Figure 1. Close-up of the layout (run 1).
Scale bar: 10 microns. Window x 28 to 68, y 9 to 49 microns. Cells in grey, sequential cells in the stronger grey; small squares are vias.
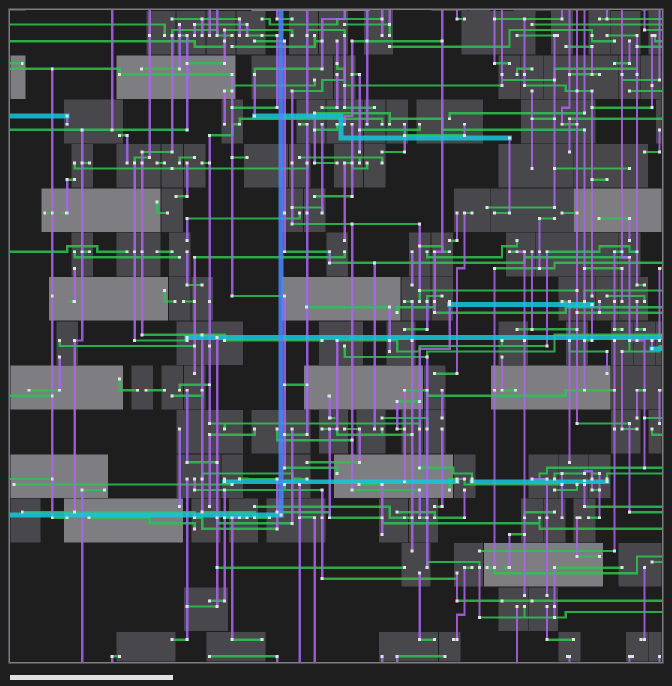
Figure 2. Metal 2 (run 1).
Scale bar: 20 microns.
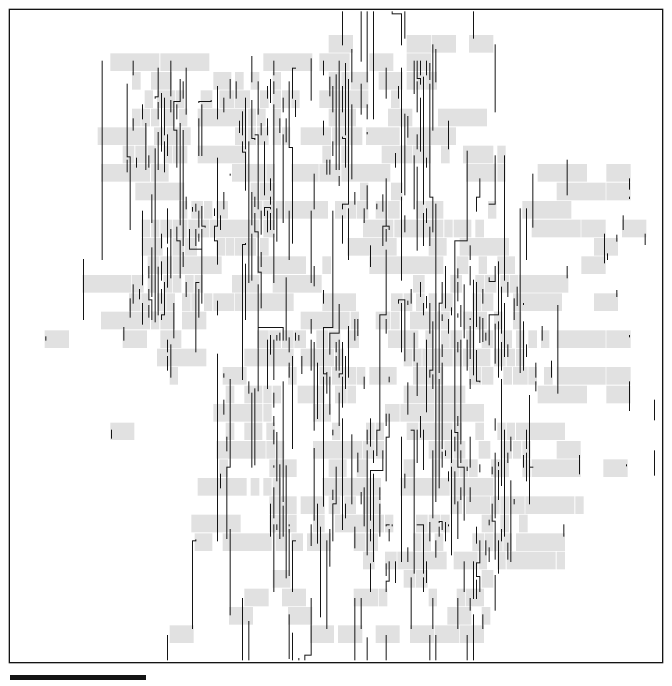
Figure 3. Signal wires on met1 (run 1).
Scale bar: 20 microns. Supply wires on this layer in grey.
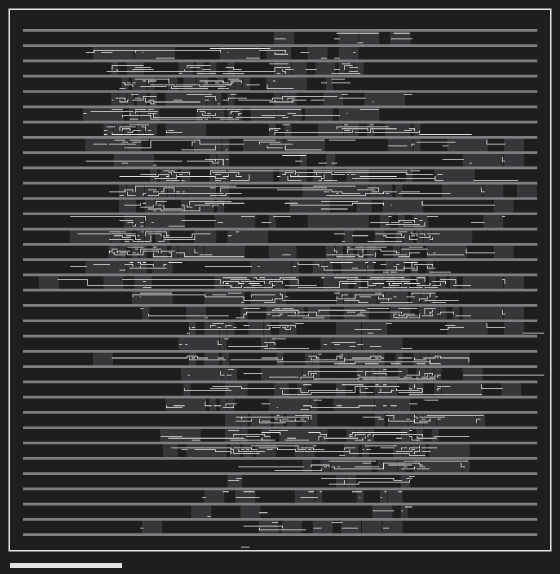
[config.mk]
export PLATFORM = sky130hd
export DESIGN_NAME = display_scan_controller
export DESIGN_NICKNAME = d
export VERILOG_FILES = /design/src/rtl/display_scan_controller.sv
export SDC_FILE = /design/constraint.sdc
export NUM_CORES = 1
export LEC_CHECK = 0
export ABC_AREA = 1
export CAP_MARGIN = 20
export CORE_MARGIN = 2
export CORE_UTILIZATION = 30
export DETAILED_ROUTE_END_ITERATION = 8
export PLACE_DENSITY = 0.56
export SLEW_MARGIN = 20
export SYNTH_ARGS = -nofsm -noshare
export SYNTH_HDL_FRONTEND = slang
export SYNTH_SLANG_ARGS = --single-unit
[constraint.sdc]
create_clock -name clk -period 3.3 [get_ports clk]
set_clock_uncertainty 0.15 [all_clocks]
set_input_delay 0.66 -clock clk [delete_from_list [all_inputs] [get_ports clk]]
set_output_delay 0.66 -clock clk [all_outputs]
set_load 0.02 [all_outputs]
[src/rtl/display_scan_controller.sv]
// display_scan_controller
// Time-multiplexed scan of 2**N seven-segment digits. A prescale counter
// paces the digit-select counter; the digit word is captured once per frame
// (at cnt==0, sel==0) so a frame never shows a mix of old and new values.
// All outputs are registered and reflect the previous cycle's sel/enable/blank.
module display_scan_controller #(
   parameter int N        = 2,
   parameter int PRESCALE = 100000
) (
   input  logic             clk,
   input  logic             reset,
   input  logic             enable,
   input  logic [4*(2**N)-1:0] digits,
   input  logic [(2**N)-1:0]   blank,
   output logic [(2**N)-1:0]   anodes_n,
   output logic [6:0]       segments_n,
   output logic [N-1:0]     digit_sel,
   output logic             frame_done
);

   localparam int D  = 2**N;
   localparam int CW = (PRESCALE > 2) ? $clog2(PRESCALE) : 1;
   localparam logic [CW-1:0] CNT_MAX = CW'(PRESCALE - 1);

   logic [CW-1:0]  cnt;
   logic [N-1:0]   sel;
   logic [4*D-1:0] shd;

   logic           load;
   logic           slot_end;
   logic           lit;
   logic [3:0]     v;
   logic [D-1:0]   an_next;
   logic [6:0]     seg_next;

   function automatic logic [6:0] hex7(input logic [3:0] h);
      logic [6:0] s;
      case (h)
         4'h0: s = 7'b1000000;
         4'h1: s = 7'b1111001;
         4'h2: s = 7'b0100100;
         4'h3: s = 7'b0110000;
         4'h4: s = 7'b0011001;
         4'h5: s = 7'b0010010;
         4'h6: s = 7'b0000010;
         4'h7: s = 7'b1111000;
         4'h8: s = 7'b0000000;
         4'h9: s = 7'b0010000;
         4'hA: s = 7'b0001000;
         4'hB: s = 7'b0000011;
         4'hC: s = 7'b1000110;
         4'hD: s = 7'b0100001;
         4'hE: s = 7'b0000110;
         default: s = 7'b0001110;
      endcase
      return s;
   endfunction

   // Frame-load / slot-end decode and next values for the output registers.
   // On a load cycle the shadow is not yet written, so the live word is shown.
   always_comb begin
      load     = 1'b0;
      slot_end = 1'b0;
      lit      = 1'b0;
      v        = '0;
      an_next  = '1;
      seg_next = '1;
      load     = enable && (cnt == '0) && (sel == '0);
      slot_end = (cnt == CNT_MAX);
      lit      = enable && !blank[sel];
      v        = load ? digits[4*sel +: 4] : shd[4*sel +: 4];
      for (int unsigned i = 0; i < D; i++) begin
         an_next[i] = !(lit && (sel == N'(i)));
      end
      seg_next = lit ? hex7(v) : 7'b1111111;
   end

   // Counters, shadow capture and registered display outputs.
   always_ff @(posedge clk) begin
      if (reset) begin
         cnt        <= '0;
         sel        <= '0;
         shd        <= '0;
         anodes_n   <= '1;
         segments_n <= '1;
         digit_sel  <= '0;
         frame_done <= 1'b0;
      end else begin
         if (enable) begin
            if (slot_end) begin
               cnt <= '0;
               sel <= sel + 1'b1;
            end else begin
               cnt <= cnt + 1'b1;
            end
         end
         if (load) begin
            shd <= digits;
         end
         anodes_n   <= an_next;
         segments_n <= seg_next;
         digit_sel  <= sel;
         frame_done <= enable && slot_end && (sel == N'(D - 1));
      end
   end

endmodule

==> qor.csv, run 1 <==
metric,value,unit
Final Setup Violations,0,
max reg flops,17,
worst reg-to-reg path cell count,16,
Die Size,9240,sq um
met3 routed WL,325,microns
Log Warnings,35,
WHS Endpoint,shd[5]$_SDFFE_PP0N_,
WP buf/inv,3,
Crit path max-delay family,simple AND/OR/NAND/NOR gates,
Buffers on Ports,36,
"Hold Violations, Final",0,
Top cells excl fill/tap,"79 x nand2_1, 49 x dfxtp_1, 45 x nand3_1, 37 x inv_1, 36 x clkdlybuf4s50_1",
CTS sink cnt,49,
number of core rows,33,
multi-input gates,246,
"Cell Area, Placed",3030,sq um
combinational share of cell area,43.1,%
Worst Hold Depth,2,
Mux area share,0,%
clk cell area share,3.81,%
sequential power share,47.3,%
total gr overflow,0,
P_seq,0.622,mW
TNS Setup,0,ns
"antenna viol nets, final",0,
Most Crowded Layer GR,met2,
Inverters,40,
Clock Power,0.448,mW
Largest regs,"cnt (17), shd (16), segments_n (7)",
Synth Cell Area,2540,sq um
Crit. Startpoint,enable,
Worst EP arrival,2.87,ns
Top reg by flops,cnt,
Crit Path Max Fanout,16,
Yosys chip area,2540,sq um
fillers,861,
detailed placement HPWL,4300,microns
clock share of power,34.0,%
I/O Pins,37,
"FF+latch count, synth",49,
period utilization,85.3,%
Top-area cell share,38.5,%
critical path cell sequence,clkdlybuf4s50_1 -> inv_2 -> nor2_4 -> nand3_4 -> nor2_8 -> nand2_4 -> nand2_1 -> nand3_1 -> nand2_1 -> nand2_1 -> nand2_2 -> inv_1 -> ha_1 -> nand3_1 -> o21ai_0 -> nand2_1 -> nand2_1,
sequential share of cell area,31.1,%
die y size,96.1,microns
xor/xnor share,1.72,%
WL per Instance,11.4,microns
Vias/cell,4.55,
status,finished clean,
# Cells Yosys,344,
Pint,0.962,mW
minimum hold slack,0.324,ns
final instance area,3150,sq um
most numerous logic cell after layout,nand2_1,
cts bufs inserted,5,
critical path depth,17,
met3 usage,3.45,%
Tap Count,105,
First DRT Iteration DRCs,83,
ao+oa area frac,6.98,%
layout cells sized above 1,11.1,%
area delta synth->final,23.9,%
Detailed Routing Iterations Pass 1,4,
RePlAce Congestion,0.832,
Top area cell types,"dfxtp_1 39%, nand2_1 12%, nand3_1 8.8%",
Final Max Slew Viols,0,
CTS resizes,0,
syn nets,379,
synth unique cells,34,
"Seq/Total Area, Yosys",38.5,%
Synth top cells by count,"79 x nand2_1, 49 x dfxtp_1, 45 x nand3_1",
TritonCTS clock tree,done,
"Hold-fix buffers, CTS",0,
Basic Gates by Area,38.7,%
PnR worst setup slack,0.486,ns
hold_sp,shd[5]$_SDFFE_PP0N_,
maximum VDD drop,0.143,mV
Die Wd,96.1,microns
final core occ,38.4,%
signal buffers share of area,13.1,%
nets,420,
CLK BUF,6,
Worst setup endpoint,segments_n[5]$_SDFF_PP1_,
Post-synth EDFFs,0,
H-tree depth,2,
# diodes,0,
"count leader, synth",nand2_1,
fp util,31.0,%
total power,1.32,mW
largest combinational cell category by area,simple AND/OR/NAND/NOR gates,
syn avg cell area,7.40,sq um
cell area power density,417,nW/um^2
FMAX,0.355,GHz
total global routing track utilization,13.2,%
Leading cell kind,combinational gates,
Ys Warns,0,
RR Endpoint,segments_n[5]$_SDFF_PP1_,
CP peak stage delay,0.49,ns
clk slew on worst S/H paths,0.09,ns
max layer used,met4,
switching share of power,26.9,%
# DRC,0,
Slew headroom,74.4,%
Logic pwr share,18.7,%
async set-reset flop share out of synthesis,0,%
fin crit period,2.81,ns
CP max stage cell,clkdlybuf4s50_1,
placed insts,483,
antenna violations before repair,0,
pre-CTS setup slack,0.166,ns
CTS max path bufs,2,
Back to the opening pictures, Figure 1:
layer	colour
metal 3	cyan
metal 4	blue
metal 1	green
metal 2	purple
sequential cells in the window	12
most frequent	nand2_1 (31), nand3_1 (22), dfxtp_1 (12)
netlist names of flops here include	shd (11), digit_sel (1)
cells with their middle in the window	116

Back to the opening pictures, Figure 2:
nets with wire on the layer	306
main direction	vertical
share of all routed wire	46%
longest straight run	43.9 microns
Post-Route WL: 5600 microns
met2 Use GR: 21.2%
routed via count: 2234

Back to the opening pictures, Figure 3:
wire length on this layer	2620 microns
main direction	horizontal
share of all routed wire	47%
longest straight run	29.9 microns
M1 GR Usage: 17.3%

==> inputs of run 2 (changes only) <==
- CAP_MARGIN: 20 -> default
- SLEW_MARGIN: 20 -> default
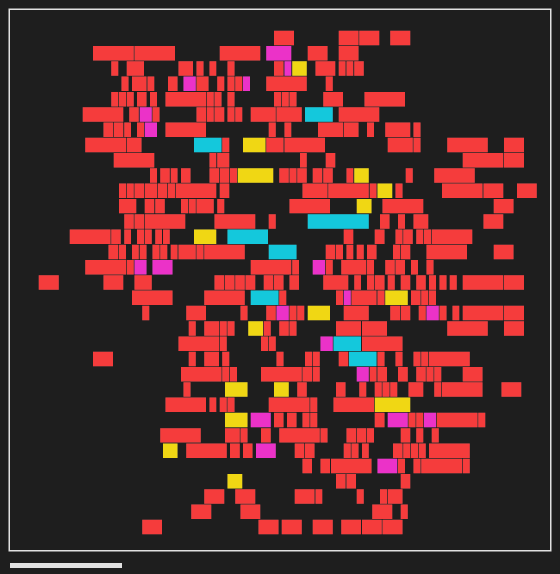
Figure 4: run 2, drive-strength map.
Scale bar: 20 microns.
size	colour	cells	most used
_3 and _4 cells	yellow	16	buf_4
_2 cells	magenta	19	nand2_2
_6 and larger	cyan	8	clkbuf_8
_0 and _1 cells	red	343	nand2_1
Non-Clock Buffer Count: 43
PnR worst setup slack: 0.486 ns
area delta synth->final: 23.9%

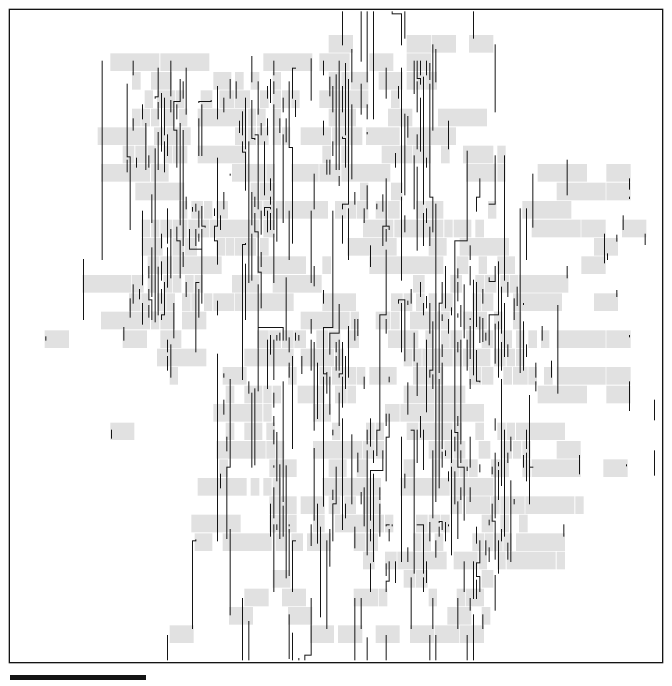
Figure 5: run 2, metal 2.
Scale bar: 20 microns.
longest straight run	43.9 microns
wire length on this layer	2570 microns
share of all routed wire	46%

==> run 2 against run 1 <==
Synthesized cell count stayed put. Combinational power about the same. Clock-buffer cell count unchanged. First-iteration DRC count stayed put. Power did not move. Largest cell class unchanged. Sequential cell count unchanged. Design area is the same. Global-route usage stayed put. Via count is the same. Sequential power barely moved. Highest routed layer unchanged.
==> qor.csv, run 2 <==
metric,value,unit,change
CP max stage cell,clkdlybuf4s50_1,,unchanged
Post-Route WL,5600,microns,unchanged
Most Crowded Layer GR,met2,,unchanged
Top area cell types,"dfxtp_1 39%, nand2_1 12%, nand3_1 8.8%",,unchanged
syn avg cell area,7.40,sq um,unchanged
# Cells Yosys,344,,unchanged
"Hold Violations, Final",0,,unchanged
Post-synth EDFFs,0,,unchanged
met3 usage,3.45,%,unchanged
async set-reset flop share out of synthesis,0,%,unchanged
clk cell area share,3.81,%,unchanged
Clock Power,0.448,mW,about the same
"Cell Area, Placed",3030,sq um,unchanged
Pint,0.962,mW,unchanged
"Hold-fix buffers, CTS",0,,unchanged
Basic Gates by Area,38.7,%,unchanged
multi-input gates,246,,unchanged
TritonCTS clock tree,done,,unchanged
RePlAce Congestion,0.832,,unchanged
Final Setup Violations,0,,unchanged
period utilization,85.3,%,unchanged
# DRC,0,,unchanged
fp util,31.0,%,unchanged
cell area power density,417,nW/um^2,unchanged
most numerous logic cell after layout,nand2_1,,unchanged
final instance area,3150,sq um,unchanged
Worst Hold Depth,2,,unchanged
total gr overflow,0,,unchanged
critical path depth,17,,unchanged
Die Wd,96.1,microns,unchanged
Crit Path Max Fanout,16,,unchanged
Tap Count,105,,unchanged
M1 GR Usage,17.3,%,unchanged
final core occ,38.4,%,unchanged
FMAX,0.355,GHz,unchanged
signal buffers share of area,13.1,%,unchanged
"FF+latch count, synth",49,,unchanged
WP buf/inv,3,,unchanged
TNS Setup,0,ns,unchanged
status,finished clean,,unchanged
switching share of power,26.9,%,unchanged
clk slew on worst S/H paths,0.09,ns,about the same
Detailed Routing Iterations Pass 1,4,,unchanged
Yosys chip area,2540,sq um,unchanged
syn nets,379,,unchanged
max layer used,met4,,unchanged
total global routing track utilization,13.2,%,unchanged
WHS Endpoint,shd[5]$_SDFFE_PP0N_,,unchanged
Die Size,9240,sq um,unchanged
nets,420,,unchanged
Inverters,40,,unchanged
largest combinational cell category by area,simple AND/OR/NAND/NOR gates,,unchanged
layout cells sized above 1,11.1,%,unchanged
Crit. Startpoint,enable,,unchanged
number of core rows,33,,unchanged
critical path cell sequence,clkdlybuf4s50_1 -> inv_2 -> nor2_4 -> nand3_4 -> nor2_8 -> nand2_4 -> nand2_1 -> nand3_1 -> nand2_1 -> nand2_1 -> nand2_2 -> inv_1 -> ha_1 -> nand3_1 -> o21ai_0 -> nand2_1 -> nand2_1,,unchanged
placed insts,483,,unchanged
Log Warnings,35,,unchanged
Mux area share,0,%,unchanged
# diodes,0,,unchanged
Worst EP arrival,2.87,ns,about the same
P_seq,0.622,mW,about the same
Buffers on Ports,36,,unchanged
CTS sink cnt,49,,unchanged
Ys Warns,0,,unchanged
fillers,861,,unchanged
xor/xnor share,1.72,%,unchanged
combinational share of cell area,43.1,%,unchanged
Top-area cell share,38.5,%,unchanged
minimum hold slack,0.324,ns,unchanged
routed via count,2234,,unchanged
cts bufs inserted,5,,unchanged
WL per Instance,11.4,microns,unchanged
Power figures rest on the tool's default switching activity, not on a simulated workload.
